==> run_1/port_nets.png <==
Drawn at 4 px/um.
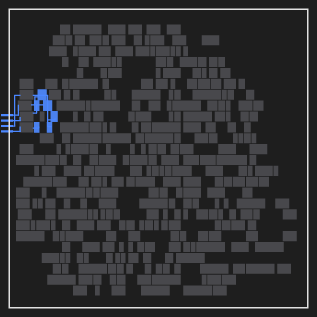
==> run_1/final_placement.png <==
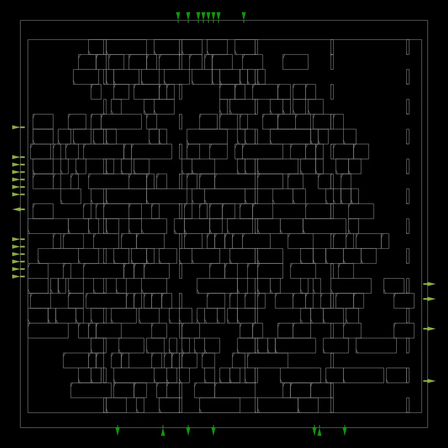
==> run_1/pins.png <==
Drawn at 6 px/um. Pins as bars across the die edge, other pins in grey.
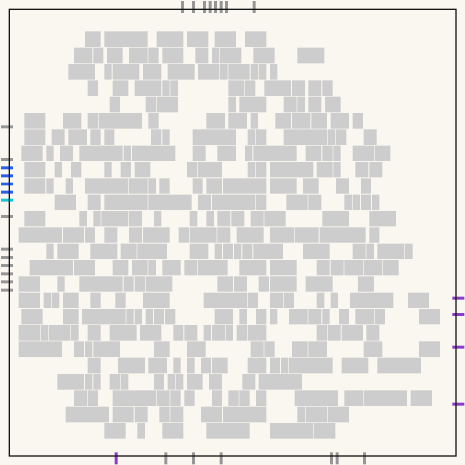
<file path="src/rtl/bit_timing_sequencer_if.sv">
`default_nettype none
// ============================================================================
// Module      : bit_timing_sequencer_if
// Description : Control, length, resync and status bundle of the CAN
//               bit-time sequencer.
// Revision    : 1.0 - initial release
// ============================================================================
interface bit_timing_sequencer_if;
  logic       enable;
  logic       tq_tick;
  logic [3:0] prop_seg;
  logic [3:0] phase_seg1;
  logic [3:0] phase_seg2;
  logic       hard_sync_request;
  logic       resync_required;
  logic [3:0] resync_adjustment;
  logic       resync_direction;
  logic [1:0] current_segment;
  logic [4:0] quanta_counter;
  logic       sample_point;
  logic       tx_point;
  logic       resync_applied;

  modport master (
    output enable, tq_tick, prop_seg, phase_seg1, phase_seg2,
           hard_sync_request, resync_required, resync_adjustment,
           resync_direction,
    input  current_segment, quanta_counter, sample_point, tx_point,
           resync_applied
  );

  modport slave (
    input  enable, tq_tick, prop_seg, phase_seg1, phase_seg2,
           hard_sync_request, resync_required, resync_adjustment,
           resync_direction,
    output current_segment, quanta_counter, sample_point, tx_point,
           resync_applied
  );
endinterface
`default_nettype wire

</file>
<file path="src/rtl/bit_timing_sequencer.sv">
`default_nettype none
// ============================================================================
// Module      : bit_timing_sequencer
// Description : Steps SYNC/PROP/PS1/PS2 per time quantum with resync and
//               hard sync support; emits sample and transmit point strobes.
// Revision    : 1.0 - initial release
// ============================================================================
module bit_timing_sequencer #(
  parameter int MAX_SEG = 8
) (
  input  logic                   clock,
  input  logic                   reset_n,
  bit_timing_sequencer_if.slave  bus
);

  localparam logic [4:0] c_max_seg = 5'(MAX_SEG);
  localparam logic [4:0] c_max_ps1 = 5'(2 * MAX_SEG);

  typedef enum logic [2:0] {
    ST_IDLE = 3'd0,
    ST_SYNC = 3'd1,
    ST_PROP = 3'd2,
    ST_PS1  = 3'd3,
    ST_PS2  = 3'd4
  } state_t;

  state_t     r_state, w_state_nxt;
  logic [4:0] r_qc, w_qc_nxt;
  logic [4:0] r_len_prop, w_len_prop_nxt;
  logic [4:0] r_len1, w_len1_nxt;
  logic [4:0] r_len2, w_len2_nxt;
  logic       r_hs_pend, w_hs_pend_nxt;
  logic       r_rs_used, w_rs_used_nxt;
  logic       r_sample, w_sample_nxt;
  logic       r_tx, w_tx_nxt;
  logic       r_rs_applied, w_rs_applied_nxt;

  logic [4:0] w_lat_prop, w_lat_len1, w_lat_len2;
  logic [4:0] w_adj, w_len1_add, w_len2_sub, w_len2_short;
  logic       w_hs, w_rs_ok, w_rs_lengthen, w_rs_shorten;

  function automatic logic [4:0] clamp_len(input logic [3:0] raw,
                                           input logic [4:0] min_len);
    logic [4:0] v;
    v = {1'b0, raw};
    if (v < min_len)   v = min_len;
    if (v > c_max_seg) v = c_max_seg;
    return v;
  endfunction

  assign w_lat_prop = clamp_len(bus.prop_seg,   5'd1);
  assign w_lat_len1 = clamp_len(bus.phase_seg1, 5'd1);
  assign w_lat_len2 = clamp_len(bus.phase_seg2, 5'd2);

  assign w_adj        = ({1'b0, bus.resync_adjustment} > c_max_seg) ?
                        c_max_seg : {1'b0, bus.resync_adjustment};
  assign w_len1_add   = ((r_len1 + w_adj) > c_max_ps1) ? c_max_ps1 : (r_len1 + w_adj);
  assign w_len2_sub   = (r_len2 > w_adj) ? (r_len2 - w_adj) : 5'd0;
  // PS2 can never be shortened below the quantum already elapsed
  assign w_len2_short = (w_len2_sub > r_qc) ? w_len2_sub : r_qc;

  assign w_hs          = r_hs_pend | bus.hard_sync_request;
  assign w_rs_ok       = bus.resync_required & ~r_rs_used & ~w_hs & (r_state != ST_IDLE);
  assign w_rs_lengthen = w_rs_ok & ~bus.resync_direction &
                         ((r_state == ST_PROP) || (r_state == ST_PS1));
  assign w_rs_shorten  = w_rs_ok & bus.resync_direction & (r_state == ST_PS2);

  always_comb begin
    w_state_nxt      = r_state;
    w_qc_nxt         = r_qc;
    w_len_prop_nxt   = r_len_prop;
    w_len1_nxt       = r_len1;
    w_len2_nxt       = r_len2;
    w_hs_pend_nxt    = w_hs;
    w_rs_used_nxt    = r_rs_used;
    w_sample_nxt     = 1'b0;
    w_tx_nxt         = 1'b0;
    w_rs_applied_nxt = 1'b0;

    if (!bus.enable) begin
      w_state_nxt   = ST_IDLE;
      w_qc_nxt      = 5'd0;
      w_hs_pend_nxt = 1'b0;
      w_rs_used_nxt = 1'b0;
    end else begin
      if (w_rs_lengthen) begin
        w_len1_nxt       = w_len1_add;
        w_rs_used_nxt    = 1'b1;
        w_rs_applied_nxt = 1'b1;
      end
      if (w_rs_shorten) begin
        w_len2_nxt       = w_len2_short;
        w_rs_used_nxt    = 1'b1;
        w_rs_applied_nxt = 1'b1;
      end

      if (bus.tq_tick) begin
        if (w_hs) begin
          w_state_nxt    = ST_PROP;
          w_qc_nxt       = 5'd1;
          w_len_prop_nxt = w_lat_prop;
          w_len1_nxt     = w_lat_len1;
          w_len2_nxt     = w_lat_len2;
          w_hs_pend_nxt  = 1'b0;
          w_rs_used_nxt  = 1'b0;
        end else begin
          // w_len1_nxt / w_len2_nxt already carry any resync accepted this cycle
          case (r_state)
            ST_IDLE, ST_PS2: begin
              if ((r_state == ST_IDLE) || (r_qc >= w_len2_nxt)) begin
                w_state_nxt    = ST_SYNC;
                w_qc_nxt       = 5'd1;
                w_tx_nxt       = 1'b1;
                w_len_prop_nxt = w_lat_prop;
                w_len1_nxt     = w_lat_len1;
                w_len2_nxt     = w_lat_len2;
                w_rs_used_nxt  = 1'b0;
              end else begin
                w_qc_nxt = r_qc + 5'd1;
              end
            end
            ST_SYNC: begin
              w_state_nxt = ST_PROP;
              w_qc_nxt    = 5'd1;
            end
            ST_PROP: begin
              if (r_qc >= r_len_prop) begin
                w_state_nxt = ST_PS1;
                w_qc_nxt    = 5'd1;
              end else begin
                w_qc_nxt = r_qc + 5'd1;
              end
            end
            ST_PS1: begin
              if (r_qc >= w_len1_nxt) begin
                w_state_nxt  = ST_PS2;
                w_qc_nxt     = 5'd1;
                w_sample_nxt = 1'b1;
              end else begin
                w_qc_nxt = r_qc + 5'd1;
              end
            end
            default: begin
              w_state_nxt = ST_IDLE;
              w_qc_nxt    = 5'd0;
            end
          endcase
        end
      end
    end
  end

  always_ff @(posedge clock) begin
    if (!reset_n) begin
      r_state      <= ST_IDLE;
      r_qc         <= 5'd0;
      r_len_prop   <= 5'd1;
      r_len1       <= 5'd1;
      r_len2       <= 5'd2;
      r_hs_pend    <= 1'b0;
      r_rs_used    <= 1'b0;
      r_sample     <= 1'b0;
      r_tx         <= 1'b0;
      r_rs_applied <= 1'b0;
    end else begin
      r_state      <= w_state_nxt;
      r_qc         <= w_qc_nxt;
      r_len_prop   <= w_len_prop_nxt;
      r_len1       <= w_len1_nxt;
      r_len2       <= w_len2_nxt;
      r_hs_pend    <= w_hs_pend_nxt;
      r_rs_used    <= w_rs_used_nxt;
      r_sample     <= w_sample_nxt;
      r_tx         <= w_tx_nxt;
      r_rs_applied <= w_rs_applied_nxt;
    end
  end

  always_comb begin
    case (r_state)
      ST_PROP: bus.current_segment = 2'b01;
      ST_PS1:  bus.current_segment = 2'b10;
      ST_PS2:  bus.current_segment = 2'b11;
      default: bus.current_segment = 2'b00;
    endcase
  end

  assign bus.quanta_counter = r_qc;
  assign bus.sample_point   = r_sample;
  assign bus.tx_point       = r_tx;
  assign bus.resync_applied = r_rs_applied;

endmodule
`default_nettype wire

</file>
<file path="src/flat_wrapper.sv">
// flat-port wrapper written by rule: the top's interface ports become plain ports
module bit_timing_sequencer_flat 
#(
  parameter int MAX_SEG = 8
)
  (clock, reset_n, bus_enable, bus_tq_tick, bus_prop_seg, bus_phase_seg1, bus_phase_seg2, bus_hard_sync_request, bus_resync_required, bus_resync_adjustment, bus_resync_direction, bus_current_segment, bus_quanta_counter, bus_sample_point, bus_tx_point, bus_resync_applied);
  bit_timing_sequencer_if bus_i ();
  input  logic clock;
  input  logic reset_n;
  input wire logic [$bits(bus_i.enable)-1:0] bus_enable;
  input wire logic [$bits(bus_i.tq_tick)-1:0] bus_tq_tick;
  input wire logic [$bits(bus_i.prop_seg)-1:0] bus_prop_seg;
  input wire logic [$bits(bus_i.phase_seg1)-1:0] bus_phase_seg1;
  input wire logic [$bits(bus_i.phase_seg2)-1:0] bus_phase_seg2;
  input wire logic [$bits(bus_i.hard_sync_request)-1:0] bus_hard_sync_request;
  input wire logic [$bits(bus_i.resync_required)-1:0] bus_resync_required;
  input wire logic [$bits(bus_i.resync_adjustment)-1:0] bus_resync_adjustment;
  input wire logic [$bits(bus_i.resync_direction)-1:0] bus_resync_direction;
  output wire logic [$bits(bus_i.current_segment)-1:0] bus_current_segment;
  output wire logic [$bits(bus_i.quanta_counter)-1:0] bus_quanta_counter;
  output wire logic [$bits(bus_i.sample_point)-1:0] bus_sample_point;
  output wire logic [$bits(bus_i.tx_point)-1:0] bus_tx_point;
  output wire logic [$bits(bus_i.resync_applied)-1:0] bus_resync_applied;
  assign bus_i.enable = bus_enable;
  assign bus_i.tq_tick = bus_tq_tick;
  assign bus_i.prop_seg = bus_prop_seg;
  assign bus_i.phase_seg1 = bus_phase_seg1;
  assign bus_i.phase_seg2 = bus_phase_seg2;
  assign bus_i.hard_sync_request = bus_hard_sync_request;
  assign bus_i.resync_required = bus_resync_required;
  assign bus_i.resync_adjustment = bus_resync_adjustment;
  assign bus_i.resync_direction = bus_resync_direction;
  assign bus_current_segment = bus_i.current_segment;
  assign bus_quanta_counter = bus_i.quanta_counter;
  assign bus_sample_point = bus_i.sample_point;
  assign bus_tx_point = bus_i.tx_point;
  assign bus_resync_applied = bus_i.resync_applied;
  bit_timing_sequencer #(.MAX_SEG(MAX_SEG)) u_core (.clock(clock), .reset_n(reset_n), .bus(bus_i));
endmodule
</file>
<file path="config.mk">
export PLATFORM = sky130hd
export DESIGN_NAME = bit_timing_sequencer_flat
export DESIGN_NICKNAME = d
export VERILOG_FILES = /design/src/rtl/bit_timing_sequencer_if.sv /design/src/rtl/bit_timing_sequencer.sv /design/src/flat_wrapper.sv
export SDC_FILE = /design/constraint.sdc
export NUM_CORES = 1
export LEC_CHECK = 0
export CAP_MARGIN = 20
export CORE_UTILIZATION = 45
export DETAILED_ROUTE_END_ITERATION = 6
export HOLD_SLACK_MARGIN = 0.05
export PLACE_DENSITY = 0.74
export SETUP_SLACK_MARGIN = 0.15
export SLEW_MARGIN = 20
export SYNTH_ARGS = -nofsm -noshare
export SYNTH_HDL_FRONTEND = slang
export SYNTH_SLANG_ARGS = --single-unit
</file>
<file path="constraint.sdc">
create_clock -name clock -period 12 [get_ports clock]
set_input_delay 2.4 -clock clock [delete_from_list [all_inputs] [get_ports clock]]
set_output_delay 2.4 -clock clock [all_outputs]
set_load 0.02 [all_outputs]
</file>
==> run notes, run 1 <==
flow finished, numbers: status=complete, no violations, DR vias=2257, and+or+nand+nor area frac=21.2%, dpl cells=385, Main logic family=AND-OR/OR-AND gates, reg2reg path depth=19, Post-Route WL=5.80 mm, max_slew headroom=63.6%, Max Slew Vio Count=0, Leakage Power=1.09 nW, worst slew pin tran=544 ps, Data buffer area share=11.6%, CP Data Arrival Time=about 7200 ps, clkbuf count=3, Latency at later pin=280 ps, CTS tree=done, Setup CP Type=in2reg, clock skew=6.12 ps, Via density=5.80, layout cells sized above 1=4.04%, Max VDD drop=around 70 uV, cells after synthesis=295, synthesis area per yosys=2350 um2, Placement Setup Slack=4730 ps, RSZ-0062 raised after global routing=false, Hold Crit Class=reg2reg, Hold Buf Count CTS=0, Hold Vio Cnt, Final=0, Placed Area=2710 um2, worst setup margin=slightly below 5000 ps, crit path max fanout=10, non-filler cells in the finished layout=389, drt drc=0, Flops after synth=27
About port_nets.png:
colour	port	bits	direction	edge	end cells	buffers	wire
blue	bus_phase_seg1	4	input	left	6	4	45.1 um
IO Count: 33
port bufs: 32

About final_placement.png:
seq_cells: 27
site row count: 25
Filler cells: 470
Placeable Area: 4880 um2
Well Taps: 67

About pins.png:
colour	port	pins	direction	edge
cyan	bus_enable	1	input	left
purple	bus_quanta_counter	5	output	4 right, 1 bottom
blue	bus_phase_seg1	4	input	left
all pins by edge	14 left, 8 top, 7 bottom, 4 right
die width: 74.2 um
Die H: 74.2 um

-- run 1: critical path, cell delays in order --
cell	delay [ps]
clkdlybuf4s50_1	440
nor2b_1	200
ha_1	210
inv_1	60
fa_1	480
inv_1	40
a211oi_1	270
ha_1	300
nor2b_1	140
o31a_1	270
o31ai_4	290
mux2_2	380
mux2i_1	190
ha_1	170
nand2_1	50
o21ai_0	210
nand4_1	220
a211oi_4	560
a32oi_1	190
a31oi_1	170
-- run 1: state kept, by name, summed over array words and instances (netlist names) --
signal and cells:
u_core.bus.sample_point 1, u_core.r_len_prop 4, u_core.r_len2 5, u_core.r_hs_pend 1, u_core.bus.tx_point 1, u_core.r_state 3
u_core.bus.resync_applied 1, u_core.r_rs_used 1, u_core.bus.quanta_counter 5, u_core.r_len1 5
-- run 1: power by group --
part	internal, mW	switching [mW]	leakage [nW]
logic	0.0312	0.0365	0.850
registers	0.0922	0.00341	0.219
clock network	0.0233	0.0302	0.0255
total	0.147	0.0702	1.09
-- run 1: layout by cell type, fill, tap and decap left out, types with 3 or more instances in the layout --
cell type and instances:
a32oi_1 6, a211oi_1 4, mux2i_1 5, nand2_1 20
o211ai_1 3, a221oi_1 3, xnor2_1 4, or2_2 3
o21a_1 3, a21o_1 8, nand3_1 8, nor2_1 23
nand2b_1 5, a22o_1 3, inv_1 20, o21ai_0 20
dfxtp_1 27, clkdlybuf4s50_1 32, clkbuf_8 3, a31oi_1 8
nor2b_1 13, nand4_1 5, ha_1 28, nor4_1 4
nor3_1 5, a21oi_1 24
-- run 1: synthesized netlist by cell type (6+ instances only) --
cell,n,area share (%)
a31oi_1,8,2.1
dfxtp_1,27,23
nor2b_1,13,3.5
nand2_1,20,3.2
o21ai_0,20,4.3
inv_1,20,3.2
nand3_1,8,1.7
a21oi_1,24,5.1
a21o_1,8,2.6
ha_1,28,15
nor2_1,23,3.7
a32oi_1,6,2.2
-- run 1: layer usage --
layer	up-vias	wire [um]	track usage [%]
met3	2	254	2.57
met5	-	0	0
li1	1154	-	-
met2	54	2790	38.5
met4	0	25	2.94
met1	1047	2720	30.3
-- run 1: how the worst min path moves through the flow --
stage | depth (start not counted) | slack [ps] | start | end
finish | 2 | 480 | u_core.r_len_prop[2] | u_core.r_len_prop[2]
global route | 2 | 500 | u_core.r_len_prop[2] | u_core.r_len_prop[2]
CTS | 2 | 470 | u_core.r_rs_used | u_core.r_rs_used
detailed placement | 2 | 460 | u_core.r_rs_used | u_core.r_rs_used
global placement | 2 | 450 | u_core.r_rs_used | u_core.r_rs_used
floorplan | 2 | 440 | u_core.r_rs_used | u_core.r_rs_used
-- run 1: through the flow --
step | hold slack, ps | power [mW]
floorplan | 435 | 0.145
global placement | 450 | 0.164
detailed placement | 458 | 0.165
CTS | 474 | 0.217
global route | 501 | 0.228
finish | 481 | 0.217
-- run 1: kinds of logic (layout without fill, tap and decap cells) --
| family | count (synthesis) | in the layout |
|---|---|---|
| mux | 7 | 7 |
| fa+ha+maj | 30 | 30 |
| xor+xnor | 6 | 6 |
| flops | 27 | 27 |
| compound gates | 97 | 97 |
| buf+inv | 31 | 58 |
| simple gates | 97 | 97 |
## Run 2: what changed since run 1
==> constraint.sdc (replaced) <==
create_clock -name clock -period 6.67 [get_ports clock]
set_input_delay 1.334 -clock clock [delete_from_list [all_inputs] [get_ports clock]]
set_output_delay 1.334 -clock clock [all_outputs]
set_load 0.02 [all_outputs]
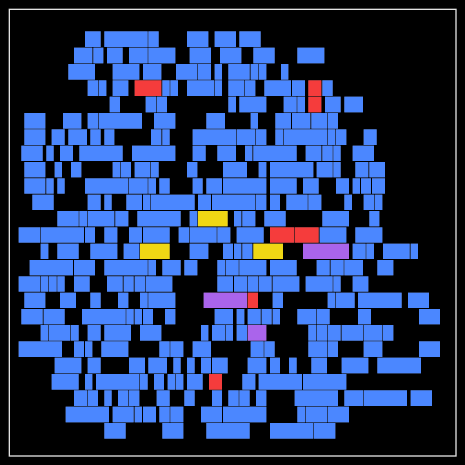
(run_2/drive_strength.png)
Drawn at 6 px/um.
colour	size	cells	share
yellow	drive 6 and up	3	0.93%
purple	drive 3 to 4	3	0.93%
red	drive 2	7	2.2%
blue	drive 1 or less	309	96%
Design Area, Final: 2750 um2
Signal buffers: 32
worst setup margin: 743 ps
P&R area growth vs syn: 17.3%

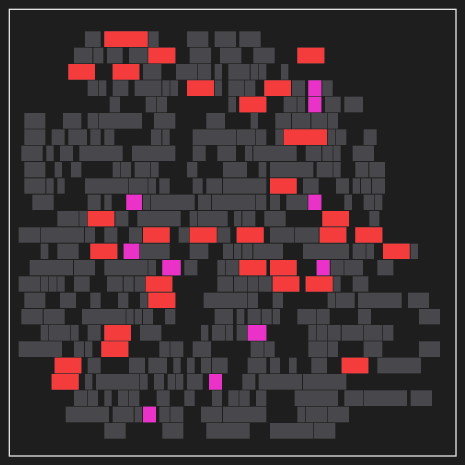
(run_2/gate_families.png)
Drawn at 6 px/um.
colour	family	cells
red	adder and majority cells	30
magenta	AND and OR gates	10
non-filler cells in the finished layout: 389
combinational share of cell area: 61.0%
Top cell excl fill/tap: clkdlybuf4s50_1

==> run 2 against run 1 <==
Hold slack got worse by 11 ps. First-iteration DRC count decreased by 8.2%. Power up 80%. Via count grew 0.44%. Largest cell class unchanged. Worst setup slack got worse by 4200 ps. Count of clock-buffer cells in the layout stayed put. Highest routed layer unchanged. Critical path type unchanged. Non-clock buffer count did not move. Synthesized cell count unchanged.
==> run notes, run 2 <==
flow finished, numbers: status=complete, no violations (unchanged), DR vias=2267 (was 2257), critical-path cell list=clkdlybuf4s50_1, nor2b_1, ha_1, inv_1, fa_1, a21o_1, a21oi_1, nor2b_1, o21a_1, ha_1, nor2_1, a31oi_1, o31ai_4, mux2i_1, nor2_1, a21oi_1, ha_1, nand2_1, o21ai_0, nand4_1, a211oi_4, a32oi_1, o22ai_1 (was clkdlybuf4s50_1, nor2b_1, ha_1, inv_1, fa_1, inv_1, a211oi_1, ha_1, nor2b_1, o31a_1, o31ai_4, mux2_2, mux2i_1, ha_1, nand2_1, o21ai_0, nand4_1, a211oi_4, a32oi_1, a31oi_1), reg2reg path depth=22 (was 19), Pwr Total=0.390 mW (was 0.217 mW), Crit path top cell by count=ha_1 (unchanged), top cells by count=ha_1 (28), dfxtp_1 (27), a21oi_1 (24), nor2_1 (23) (unchanged), Internal=0.264 mW (was 0.147 mW), Yosys top cell by area=dfxtp_1 (unchanged), Max VDD drop=124 uV (was 68.5 uV), dpl cells=385 (unchanged), Hold Buf Count CTS=0 (unchanged), Clock power frac=24.6% (was 24.7%), Comb pwr share=31.3% (was 31.2%), crit path max fanout=10 (unchanged), CP Data Arrival Time=6120 ps (was 7240 ps), main area contributors=dfxtp_1 (23%), ha_1 (15%), a21oi_1 (5.1%) (unchanged), worst slew pin tran=562 ps (was 544 ps), Synth top cell by count=ha_1 (unchanged), top logic cells by instance count in the layout=clkdlybuf4s50_1 (32), ha_1 (28), dfxtp_1 (27), a21oi_1 (24), nor2_1 (23) (unchanged), CTS tree=done (unchanged), Latency at later pin=270 ps (was 280 ps), site row count=25 (unchanged), Max Slew Vio Count=0 (unchanged), Leakage Power=1.09 nW (unchanged), Die H=74.2 um (unchanged), Setup CP Type=in2reg (unchanged), Main logic family=AND-OR/OR-AND gates (unchanged), switching power=0.126 mW (was 0.0702 mW), Switching Fraction=32.4% (about the same), port bufs=32 (unchanged), clock skew=3.91 ps (was 6.12 ps), max_slew headroom=62.4% (was 63.6%), RSZ-0062 raised after global routing=false (unchanged), die width=74.2 um (unchanged), and+or+nand+nor area frac=21.2% (unchanged), worst hold stages=2 (unchanged)
[run 2: cell families (layout without fill, tap and decap cells)]
| kind of cell | Yosys count | in the layout |
|---|---|---|
| mux | 7 | 7 |
| simple gates | 97 | 97 |
| xor+xnor | 6 | 6 |
| buf+inv | 31 | 58 |
| flops | 27 | 27 |
| fa+ha+maj | 30 | 30 |
| compound gates | 97 | 97 |
[run 2: per-layer routing]
metal	up-vias	track usage (%)	routed length [um]
met5	-	0	0
met3	4	2.85	295
met4	0	4.19	34
met1	1050	29.4	2640
met2	59	38.3	2810
li1	1154	-	-
[run 2: final timing paths]
kind / start / endpoint / slack [ps]
worst max-delay path: bus_resync_adjustment[3] / u_core.r_len2[2] / 740
worst min-delay path: u_core.r_rs_used / u_core.r_rs_used / 470
worst max register to register: u_core.r_len2[0] / u_core.r_len2[2] / 2060
worst min register to register: u_core.r_rs_used / u_core.r_rs_used / 470
[run 2: critical path: cells and delay by family]
| kind | cells | cell delay, ps |
|---|---|---|
| adders and majority gates | 4 | 1210 |
| muxes | 1 | 180 |
| AOI/OAI and AO/OA | 10 | 2200 |
| and+or+nand+nor | 6 | 700 |
| buffers and inverters | 2 | 510 |
[run 2: cell type report]
type | instances | area share [%]
clock buffer | 3 | 1.50
clock inverter | 1 | 0.182
inverter | 22 | 3.00
multi-input combinational | 237 | 61.0
sequential | 27 | 19.6
tap | 67 | 3.05
timing repair buffer | 32 | 11.6
[run 2: stage by stage]
step                      setup WS [ps]  util [%]  instance area [um2]
final                               743      56.4                 2750
after global routing                419      56.4                 2750
after CTS                           735      56.4                 2750
after detailed placement            459      55.5                 2710
after global placement              545      55.5                 2710
after floorplan                    1420         -                 2350
[run 2: power groups by stage]
stage | clock network [mW] | registers (mW) | logic [mW]
global placement | 0 | 0.176 | 0.119
floorplan | 0 | 0.174 | 0.0877
finish | 0.0960 | 0.172 | 0.122
CTS | 0.0970 | 0.172 | 0.122
global route | 0.104 | 0.173 | 0.135
detailed placement | 0 | 0.176 | 0.121
Power and IR drop assume default switching activity.
